File: src/rtl/rv_ctl.sv
`default_nettype none
// ============================================================================
// Module   : rv_ctl
// Purpose  : Multicycle control FSM for the RV32I datapath (rv_dp). Decodes
//            the IR contents and sequences every datapath enable and select,
//            one state per cycle. Supports R-type ALU, I-type ALU, LW, SW,
//            the six branches, JAL and JALR; any other opcode halts the core
//            until reset. Instruction and data memory accesses stall on the
//            imem_ready / dmem_ready handshakes.
// Ports    : clk, rst_n (async, active low)
//            instr      - IR contents from datapath
//            zero       - ALU result == 0 (combinational, current cycle)
//            imem_ready - instruction word valid this cycle
//            dmem_ready - data access completes this cycle
//            pcsourse, pcwrite, pccen, irwrite, wbsel, regwen, immsel,
//            asel, bsel, alusel, mdrwrite, dmem_ren, dmem_wen - datapath
//            controls; all combinational from state and instr
//            halted     - core stopped on an illegal instruction
// Options  : `define RV_CTL_PERF_CNT_EN adds cycle_cnt / instret_cnt
//            performance counter outputs (CNTWIDTH bits each).
// Revision : 1.0 - initial release
// ============================================================================
module rv_ctl #(
    parameter int DPWIDTH  = 32,
    parameter int CNTWIDTH = 32
) (
    input  logic               clk,
    input  logic               rst_n,
    input  logic [DPWIDTH-1:0] instr,
    input  logic               zero,
    input  logic               imem_ready,
    input  logic               dmem_ready,
    output logic               pcsourse,
    output logic               pcwrite,
    output logic               pccen,
    output logic               irwrite,
    output logic [1:0]         wbsel,
    output logic               regwen,
    output logic [1:0]         immsel,
    output logic [1:0]         asel,
    output logic [1:0]         bsel,
    output logic [3:0]         alusel,
    output logic               mdrwrite,
    output logic               dmem_ren,
    output logic               dmem_wen,
    output logic               halted
`ifdef RV_CTL_PERF_CNT_EN
    ,
    output logic [CNTWIDTH-1:0] cycle_cnt,
    output logic [CNTWIDTH-1:0] instret_cnt
`endif
);

    // ------------------------------------------------------------------------
    // Shared datapath select encodings (must match rv_dp)
    // ------------------------------------------------------------------------
    localparam logic       PC_PLUS4    = 1'b0;
    localparam logic       PC_ALU      = 1'b1;

    localparam logic [1:0] WB_MDR      = 2'd0;
    localparam logic [1:0] WB_ALUOUT   = 2'd1;
    localparam logic [1:0] WB_PC       = 2'd2;

    localparam logic [1:0] IMM_J       = 2'd0;
    localparam logic [1:0] IMM_B       = 2'd1;
    localparam logic [1:0] IMM_S       = 2'd2;
    localparam logic [1:0] IMM_L       = 2'd3;

    localparam logic [1:0] ALUA_REG    = 2'd0;
    localparam logic [1:0] ALUA_PCC    = 2'd1;
    localparam logic [1:0] ALUA_ALUOUT = 2'd2;

    localparam logic [1:0] ALUB_REG    = 2'd0;
    localparam logic [1:0] ALUB_IMM    = 2'd1;
    localparam logic [1:0] ALUB_F      = 2'd2;

    localparam logic [3:0] ALU_ADD     = 4'd0;
    localparam logic [3:0] ALU_SUB     = 4'd1;
    localparam logic [3:0] ALU_SLL     = 4'd2;
    localparam logic [3:0] ALU_SLT     = 4'd3;
    localparam logic [3:0] ALU_SLTU    = 4'd4;
    localparam logic [3:0] ALU_XOR     = 4'd5;
    localparam logic [3:0] ALU_SRL     = 4'd6;
    localparam logic [3:0] ALU_SRA     = 4'd7;
    localparam logic [3:0] ALU_OR      = 4'd8;
    localparam logic [3:0] ALU_AND     = 4'd9;

    // Opcodes of the supported subset
    localparam logic [6:0] c_op_reg    = 7'b0110011;
    localparam logic [6:0] c_op_imm    = 7'b0010011;
    localparam logic [6:0] c_op_load   = 7'b0000011;
    localparam logic [6:0] c_op_store  = 7'b0100011;
    localparam logic [6:0] c_op_branch = 7'b1100011;
    localparam logic [6:0] c_op_jal    = 7'b1101111;
    localparam logic [6:0] c_op_jalr   = 7'b1100111;

    // ------------------------------------------------------------------------
    // State encoding
    // ------------------------------------------------------------------------
    typedef enum logic [3:0] {
        S_FETCH  = 4'd0,
        S_DECODE = 4'd1,
        S_EXR    = 4'd2,
        S_EXI    = 4'd3,
        S_WBA    = 4'd4,
        S_MADR   = 4'd5,
        S_MRD    = 4'd6,
        S_WBM    = 4'd7,
        S_MWR    = 4'd8,
        S_BR     = 4'd9,
        S_JAL    = 4'd10,
        S_JALR0  = 4'd11,
        S_JALR1  = 4'd12,
        S_ILL    = 4'd13
    } state_t;

    state_t r_state;
    state_t w_next_state;

    // ------------------------------------------------------------------------
    // Instruction field decode
    // ------------------------------------------------------------------------
    logic [6:0] w_opcode;
    logic [2:0] w_funct3;
    logic       w_funct7_5;
    logic       w_is_load;
    logic [3:0] w_alu_r;
    logic [3:0] w_alu_i;
    logic [3:0] w_alu_br;
    logic       w_br_taken;
    logic       w_br_illegal;

    assign w_opcode   = instr[6:0];
    assign w_funct3   = instr[14:12];
    assign w_funct7_5 = instr[30];
    assign w_is_load  = (w_opcode == c_op_load);

    // Register, rd and rs fields are consumed by the datapath only.
    logic w_unused_bits;
    assign w_unused_bits = ^{instr[DPWIDTH-1:31], instr[29:15], instr[11:7]};

    // R-type ALU operation: funct7[5] picks SUB and SRA.
    always_comb begin
        w_alu_r = ALU_ADD;
        case (w_funct3)
            3'b000:  w_alu_r = w_funct7_5 ? ALU_SUB : ALU_ADD;
            3'b001:  w_alu_r = ALU_SLL;
            3'b010:  w_alu_r = ALU_SLT;
            3'b011:  w_alu_r = ALU_SLTU;
            3'b100:  w_alu_r = ALU_XOR;
            3'b101:  w_alu_r = w_funct7_5 ? ALU_SRA : ALU_SRL;
            3'b110:  w_alu_r = ALU_OR;
            default: w_alu_r = ALU_AND;
        endcase
    end

    // I-type ALU operation: bit 30 belongs to the immediate except for the
    // shift-right encoding, so ADDI with a negative immediate stays ADD.
    always_comb begin
        w_alu_i = w_alu_r;
        if (w_funct3 == 3'b000) begin
            w_alu_i = ALU_ADD;
        end
    end

    // Branch compare: equality through SUB, ordering through SLT/SLTU whose
    // result is nonzero (zero=0) exactly when rs1 < rs2.
    always_comb begin
        w_alu_br     = ALU_SUB;
        w_br_taken   = 1'b0;
        w_br_illegal = 1'b0;
        case (w_funct3)
            3'b000: begin w_alu_br = ALU_SUB;  w_br_taken = zero;  end // BEQ
            3'b001: begin w_alu_br = ALU_SUB;  w_br_taken = !zero; end // BNE
            3'b100: begin w_alu_br = ALU_SLT;  w_br_taken = !zero; end // BLT
            3'b101: begin w_alu_br = ALU_SLT;  w_br_taken = zero;  end // BGE
            3'b110: begin w_alu_br = ALU_SLTU; w_br_taken = !zero; end // BLTU
            3'b111: begin w_alu_br = ALU_SLTU; w_br_taken = zero;  end // BGEU
            default: w_br_illegal = 1'b1;
        endcase
    end

    // ------------------------------------------------------------------------
    // State register
    // ------------------------------------------------------------------------
    always_ff @(posedge clk or negedge rst_n) begin
        if (!rst_n) begin
            r_state <= S_FETCH;
        end else begin
            r_state <= w_next_state;
        end
    end

    // ------------------------------------------------------------------------
    // Next state and outputs
    // ------------------------------------------------------------------------
    always_comb begin
        w_next_state = r_state;
        pcsourse     = PC_PLUS4;
        pcwrite      = 1'b0;
        pccen        = 1'b0;
        irwrite      = 1'b0;
        wbsel        = WB_ALUOUT;
        regwen       = 1'b0;
        immsel       = IMM_L;
        asel         = ALUA_REG;
        bsel         = ALUB_REG;
        alusel       = ALU_ADD;
        mdrwrite     = 1'b0;
        dmem_ren     = 1'b0;
        dmem_wen     = 1'b0;
        halted       = 1'b0;

        case (r_state)
            S_FETCH: begin
                if (imem_ready) begin
                    irwrite      = 1'b1;
                    pccen        = 1'b1;
                    pcwrite      = 1'b1;
                    pcsourse     = PC_PLUS4;
                    w_next_state = S_DECODE;
                end
            end

            S_DECODE: begin
                // pcc + imm lands in aluout as the branch / JAL target.
                asel   = ALUA_PCC;
                bsel   = ALUB_IMM;
                alusel = ALU_ADD;
                immsel = (w_opcode == c_op_jal) ? IMM_J : IMM_B;
                case (w_opcode)
                    c_op_reg:    w_next_state = S_EXR;
                    c_op_imm:    w_next_state = S_EXI;
                    c_op_load:   w_next_state = S_MADR;
                    c_op_store:  w_next_state = S_MADR;
                    c_op_branch: w_next_state = S_BR;
                    c_op_jal:    w_next_state = S_JAL;
                    c_op_jalr:   w_next_state = S_JALR0;
                    default:     w_next_state = S_ILL;
                endcase
            end

            S_EXR: begin
                alusel       = w_alu_r;
                w_next_state = S_WBA;
            end

            S_EXI: begin
                bsel         = ALUB_IMM;
                immsel       = IMM_L;
                alusel       = w_alu_i;
                w_next_state = S_WBA;
            end

            S_WBA: begin
                wbsel        = WB_ALUOUT;
                regwen       = 1'b1;
                w_next_state = S_FETCH;
            end

            S_MADR: begin
                bsel         = ALUB_IMM;
                alusel       = ALU_ADD;
                immsel       = w_is_load ? IMM_L : IMM_S;
                w_next_state = w_is_load ? S_MRD : S_MWR;
            end

            S_MRD: begin
                dmem_ren = 1'b1;
                if (dmem_ready) begin
                    mdrwrite     = 1'b1;
                    w_next_state = S_WBM;
                end
            end

            S_WBM: begin
                wbsel        = WB_MDR;
                regwen       = 1'b1;
                w_next_state = S_FETCH;
            end

            S_MWR: begin
                // Keep recomputing the store address so aluout does not move
                // while the write waits for dmem_ready.
                dmem_wen = 1'b1;
                bsel     = ALUB_IMM;
                alusel   = ALU_ADD;
                immsel   = IMM_S;
                if (dmem_ready) begin
                    w_next_state = S_FETCH;
                end
            end

            S_BR: begin
                alusel = w_alu_br;
                if (w_br_illegal) begin
                    w_next_state = S_ILL;
                end else begin
                    if (w_br_taken) begin
                        pcwrite  = 1'b1;
                        pcsourse = PC_ALU;
                    end
                    w_next_state = S_FETCH;
                end
            end

            S_JAL: begin
                // pc already holds the link address from FETCH.
                regwen       = 1'b1;
                wbsel        = WB_PC;
                pcwrite      = 1'b1;
                pcsourse     = PC_ALU;
                w_next_state = S_FETCH;
            end

            S_JALR0: begin
                bsel         = ALUB_IMM;
                immsel       = IMM_L;
                alusel       = ALU_ADD;
                w_next_state = S_JALR1;
            end

            S_JALR1: begin
                // Target bit 0 is left as computed; the datapath only
                // supports word-aligned fetch.
                regwen       = 1'b1;
                wbsel        = WB_PC;
                pcwrite      = 1'b1;
                pcsourse     = PC_ALU;
                w_next_state = S_FETCH;
            end

            S_ILL: begin
                halted       = 1'b1;
                w_next_state = S_ILL;
            end

            default: begin
                w_next_state = S_FETCH;
            end
        endcase
    end

    // ------------------------------------------------------------------------
    // Optional performance counters
    // ------------------------------------------------------------------------
`ifdef RV_CTL_PERF_CNT_EN
    logic [CNTWIDTH-1:0] r_cycle_cnt;
    logic [CNTWIDTH-1:0] r_instret_cnt;
    logic                w_retire;

    // An instruction retires whenever the FSM re-enters FETCH.
    assign w_retire = (r_state != S_FETCH) && (w_next_state == S_FETCH);

    always_ff @(posedge clk or negedge rst_n) begin
        if (!rst_n) begin
            r_cycle_cnt   <= '0;
            r_instret_cnt <= '0;
        end else if (r_state != S_ILL) begin
            r_cycle_cnt <= r_cycle_cnt + 1'b1;
            if (w_retire) begin
                r_instret_cnt <= r_instret_cnt + 1'b1;
            end
        end
    end

    assign cycle_cnt   = r_cycle_cnt;
    assign instret_cnt = r_instret_cnt;
`else
    localparam int c_unused_cntwidth = CNTWIDTH;
`endif

endmodule
`default_nettype wire

File: config.mk
export PLATFORM = sky130hd
export DESIGN_NAME = rv_ctl
export DESIGN_NICKNAME = d
export VERILOG_FILES = /design/src/rtl/rv_ctl.sv
export SDC_FILE = /design/constraint.sdc
export NUM_CORES = 1
export LEC_CHECK = 0
export ABC_AREA = 1
export ABC_CLOCK_PERIOD_IN_PS = 1170
export CAP_MARGIN = 20
export CORE_ASPECT_RATIO = 1.2
export CORE_MARGIN = 1.5
export CORE_UTILIZATION = 29
export CTS_BUF_LIST = sky130_fd_sc_hd__clkbuf_16
export DETAILED_ROUTE_END_ITERATION = 10
export PLACE_DENSITY_LB_ADDON = 0.05
export SYNTH_ARGS = -nofsm -noshare
export SYNTH_HDL_FRONTEND = slang
export SYNTH_SLANG_ARGS = --single-unit
File: constraint.sdc
create_clock -name clk -period 1.17 [get_ports clk]
set_input_delay 0.234 -clock clk [delete_from_list [all_inputs] [get_ports clk]]
set_output_delay 0.234 -clock clk [all_outputs]
set_load 0.1 [all_outputs]
==> commit_impl_results.txt <==
Refresh implementation metrics

- Final cell count without fillers: 266
- Post-synth EDFFs: 0
* Crit-path max FO: 5
- Among all flip-flop cells after synthesis, the most frequent one is sky130_fd_sc_hd__dfrtp_1.
- The placed instances occupy a cell area of 1720 sq um.
- After its last routability iteration, the placer logged a weighted congestion of approximately 0.85.
- In the final layout, the registers with the most flip-flops are r_state (4).
* CP endpoint kind: output port
- Place WS: -731 ps
* Class of the tightest hold or removal check: in2async
- In the routed design, unresolved DRC markers number 0.
* CTS tree: yes
* Maximum number of pins on one net before global-route repair: 10
- Number of instances in the placed design: 240
* Met3 global-route usage: 3.87%
* Cell resize tally after clock tree synthesis: 27
- Before placement the cells fill ~31% of the core.
* Flops after synth: 4
- Area delta synth->final: 199%
* Largest register by flop count: r_state
* Most frequent cells in the layout: sky130_fd_sc_hd__buf_4 (50), sky130_fd_sc_hd__nand2_1 (32), sky130_fd_sc_hd__buf_12 (19)
* CP max-delay cell: sky130_fd_sc_hd__dfrtp_2
* Grt met1 use: a little under a quarter
- The gate-level netlist out of Yosys references 29 unique cell types.
* Number of global-route vias before repair: 1317
- In this run the vertical extent of the chip is 57.8 um.
- Number of post-CTS setup repair buffers: 6
- For this run the detailed placement stage logged an HPWL of ~2300 um.
- After synthesis, the design contains 134 cells according to Yosys.
* Post-Syn Instances: 134
* Status: finished with violations
* Yosys top cell by area: sky130_fd_sc_hd__nand2_1
- The library cell used most frequently in the layout, excluding fill and tap cells, is sky130_fd_sc_hd__buf_4.
* Total number of vias: 1466
- Buffers placed on the I/O ports in this run total 34.
* Routed wire length: 5170 um
- # diodes: 0
- The total overflow left after global routing is 0.
- In this run the VDD rail shows a maximum IR drop of 3.77 mV.
- Die X-Extent: 48.6 um
* Start of the worst register-to-register path: r_state[2]$_DFFE_PN0P_
* Layer with the highest usage after global routing: met2
- Number of clock buffers inserted by TritonCTS: 3
- The cell sitting at the root of the clock tree is a sky130_fd_sc_hd__clkbuf_16.
- Across all register-to-register paths, the minimum setup slack is -650 ps.
- Total negative setup slack: -15230 ps
- All stages included, the depth of the critical timing path comes to 8.
* Die area: between 2000 and 3000 sq um
- For this run, the chip area from Yosys synthesis comes to a little over 700 sq um.
- Before any placement, the netlist area is recorded as about 720 sq um.
- Mean number of vias per cell: 5.51
- Top-Level Pins: 58
- In the final design database the tool counted around 270 nets.
- CP Capture Point: regwen
- From the final report, the count of setup violators was given as 23.
- Startpoint kind of the worst setup timing path: flip-flop
- Number of hold violations in the final report: 0
* Count of H-tree levels built during CTS: 1
- Data on the critical path is required at its endpoint by between 900 and 1000 ps.
- Summed over all cells, the static leakage comes to 1.06 nW.
- Num rows: 19
- Arrival time at the worst endpoint: between 1500 and 2000 ps
- Of the available clock period, the critical path in the final layout requires 168%.
- The cell family contributing the most delay on the critical path is flip-flops.
* Failing checks: setup timing
* Final total power: 0.00586 W
- With fillers left out, the area of the finished cells amounts to 2170 sq um.
- For this run, the detailed router's first-pass iteration total came to 4.
- Of all flip-flops after synthesis, the portion carrying an async set or reset was 100%.
- Sorting the synthesized cells by area gives the leading types as sky130_fd_sc_hd__nand2_1 (21%), sky130_fd_sc_hd__dfrtp_1 (14%), sky130_fd_sc_hd__inv_1 (11%).
- Largest register FFs: 4
- In the final report, the number of pins over their slew limit comes to 0.
- Share of the synthesized area in the top cell type: 20.7%
* Sinks on Clock Net: 4
- Measured in cells, the most critical reg-to-reg path has a length of 11.
* CP Cell Sequence: nand2_4 -> inv_2 -> nand2_1 -> o21a_1 -> clkinvlp_4 -> a21oi_4 -> nand2_8 -> buf_12
* Timing startpoint of the critical path: r_state[3]$_DFFE_PN0P_
- Longest Clk Path Bufs: 2
- Critical register-to-register path endpoint: r_state[0]$_DFFE_PN0P_
* Number of DRC markers after the initial detailed-route iteration: 40
- Initial antenna violation count: 0
- Total tool warning count: 51
* Tally of yosys warning messages: 0
- Hold repair after CTS inserted 0 buffers.
- Worst setup margin: -800 ps
- Max stage delay on crit path: 470 ps
- The tool flagged a number of max-cap violations equal to 0.
* Share of post-route cells with drive strength above 1: 60.0%
* Syn Area/Cell: 5.41 sq um
worst min path at each step:
| stage | startpoint | end | slack [ps] | cells after the start |
|---|---|---|---|---|
| floorplan | rst_n | r_state[0]$_DFFE_PN0P_ | -60 | 0 |
| global placement | rst_n | r_state[0]$_DFFE_PN0P_ | 440 | 1 |
| detailed placement | rst_n | r_state[1]$_DFFE_PN0P_ | 450 | 1 |
| CTS | rst_n | r_state[2]$_DFFE_PN0P_ | 210 | 1 |
| global route | rst_n | r_state[3]$_DFFE_PN0P_ | 240 | 1 |
| finish | rst_n | r_state[2]$_DFFE_PN0P_ | 220 | 1 |
cell families after synthesis:
kind of cell           after synthesis  share of synthesized area (%)
AND/OR/NAND/NOR                     79                           48.4
AND-OR/OR-AND                       23                           20.7
XOR/XNOR                             1                           1.21
flip-flops                           4                           13.8
other                                1                          0.518
buffers and inverters               26                           15.4
routing by layer:
layer  vias to the layer above  share of wire [%]  wire length, um
met1                       686                 34             1770
li1                        631                  -                -
met4                         0                6.5              335
met2                       112                 53             2740
met5                         -                  0                0
met3                        37                6.3              327
synth_stat cells, drive strengths merged (2+ instances only):
library cell / count
nand2: 43
nor2: 23
inv: 21
nand3: 9
o21ai: 8
a21oi: 5
buf: 5
dfrtp: 4
nor3: 2
o211ai: 2
layout make-up:
cell class,count,area [sq um]
Fill cell,76,160
Timing Repair Buffer,101,1100
Clock buffer,3,75.1
Inverter,21,86.3
Clock inverter,1,3.75
Tap cell,31,38.8
Multi-Input combinational cell,105,764
Sequential cell,4,104
power breakdown:
group	internal [W]	switching, W	total (W)
Sequential	0.000198	0.000102	0.000300
Combinational	0.00209	0.00292	0.00501
Clock	0.000442	0.000108	0.000550
Total	0.00273	0.00313	0.00586
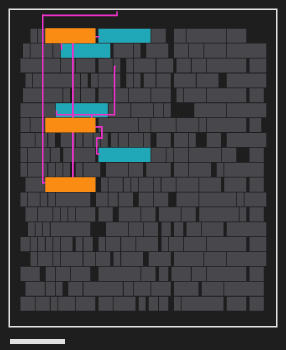
(images/clock_map.png)
Scale bar: 10 um.
[clock wires] magenta | length: 128 um
[flip-flops] cyan | count: 4
[cells driving clock nets] orange | count: 3
routed clock nets: 4
clk ins delay skew pair: 230 ps
worst clock skew on the final layout: 7.79 ps

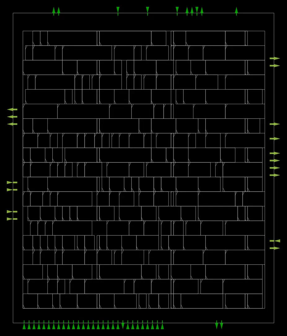
(images/final_placement.png)
area inside the core boundary: 2330 sq um
sequential share of cell area: 4.79%
filler cell count: 76

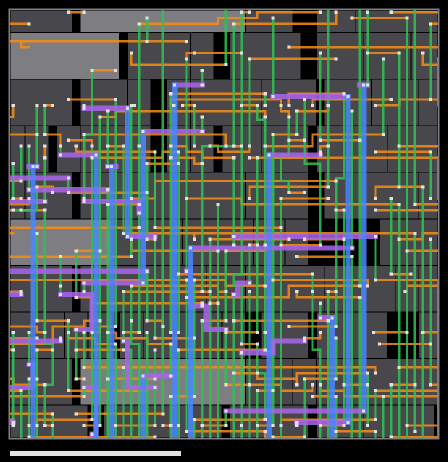
(images/zoom.png)
Scale bar: 10 um. Region (12, 28) to (37, 53) um. Cells in gray, sequential cells in the stronger gray; small squares are vias.
[met4] blue
[met2] green
[met1] orange
[met3] purple
sequential cells in the window: 3
netlist names of flops here include: `r_state` (3)
most frequent: buf_4 (15), nand2_1 (8), buf_6 (7)
cells with their middle in the window: 67

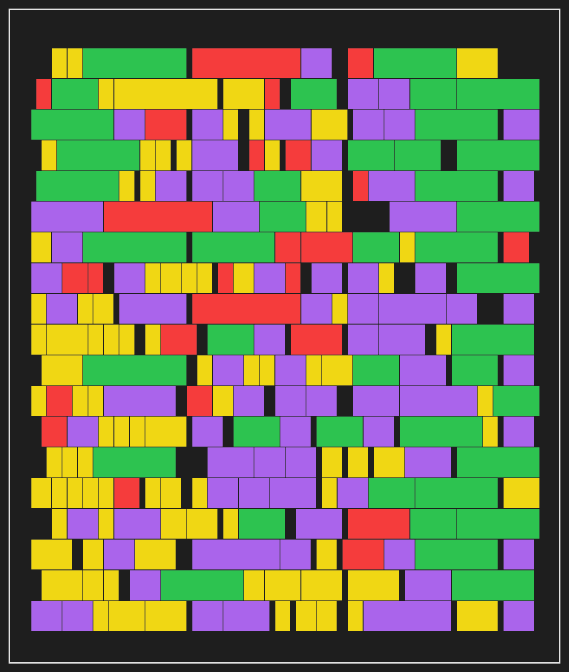
(images/drive_strength.png)
[drive 2] red | cells: 25 | share: 11%
[drive 1 or less] yellow | cells: 94 | share: 40%
[drive 6 and up] green | cells: 41 | share: 17%
[drive 3 to 4] purple | cells: 75 | share: 32%

Power figures rest on the tool's default switching activity, not on a simulated workload.
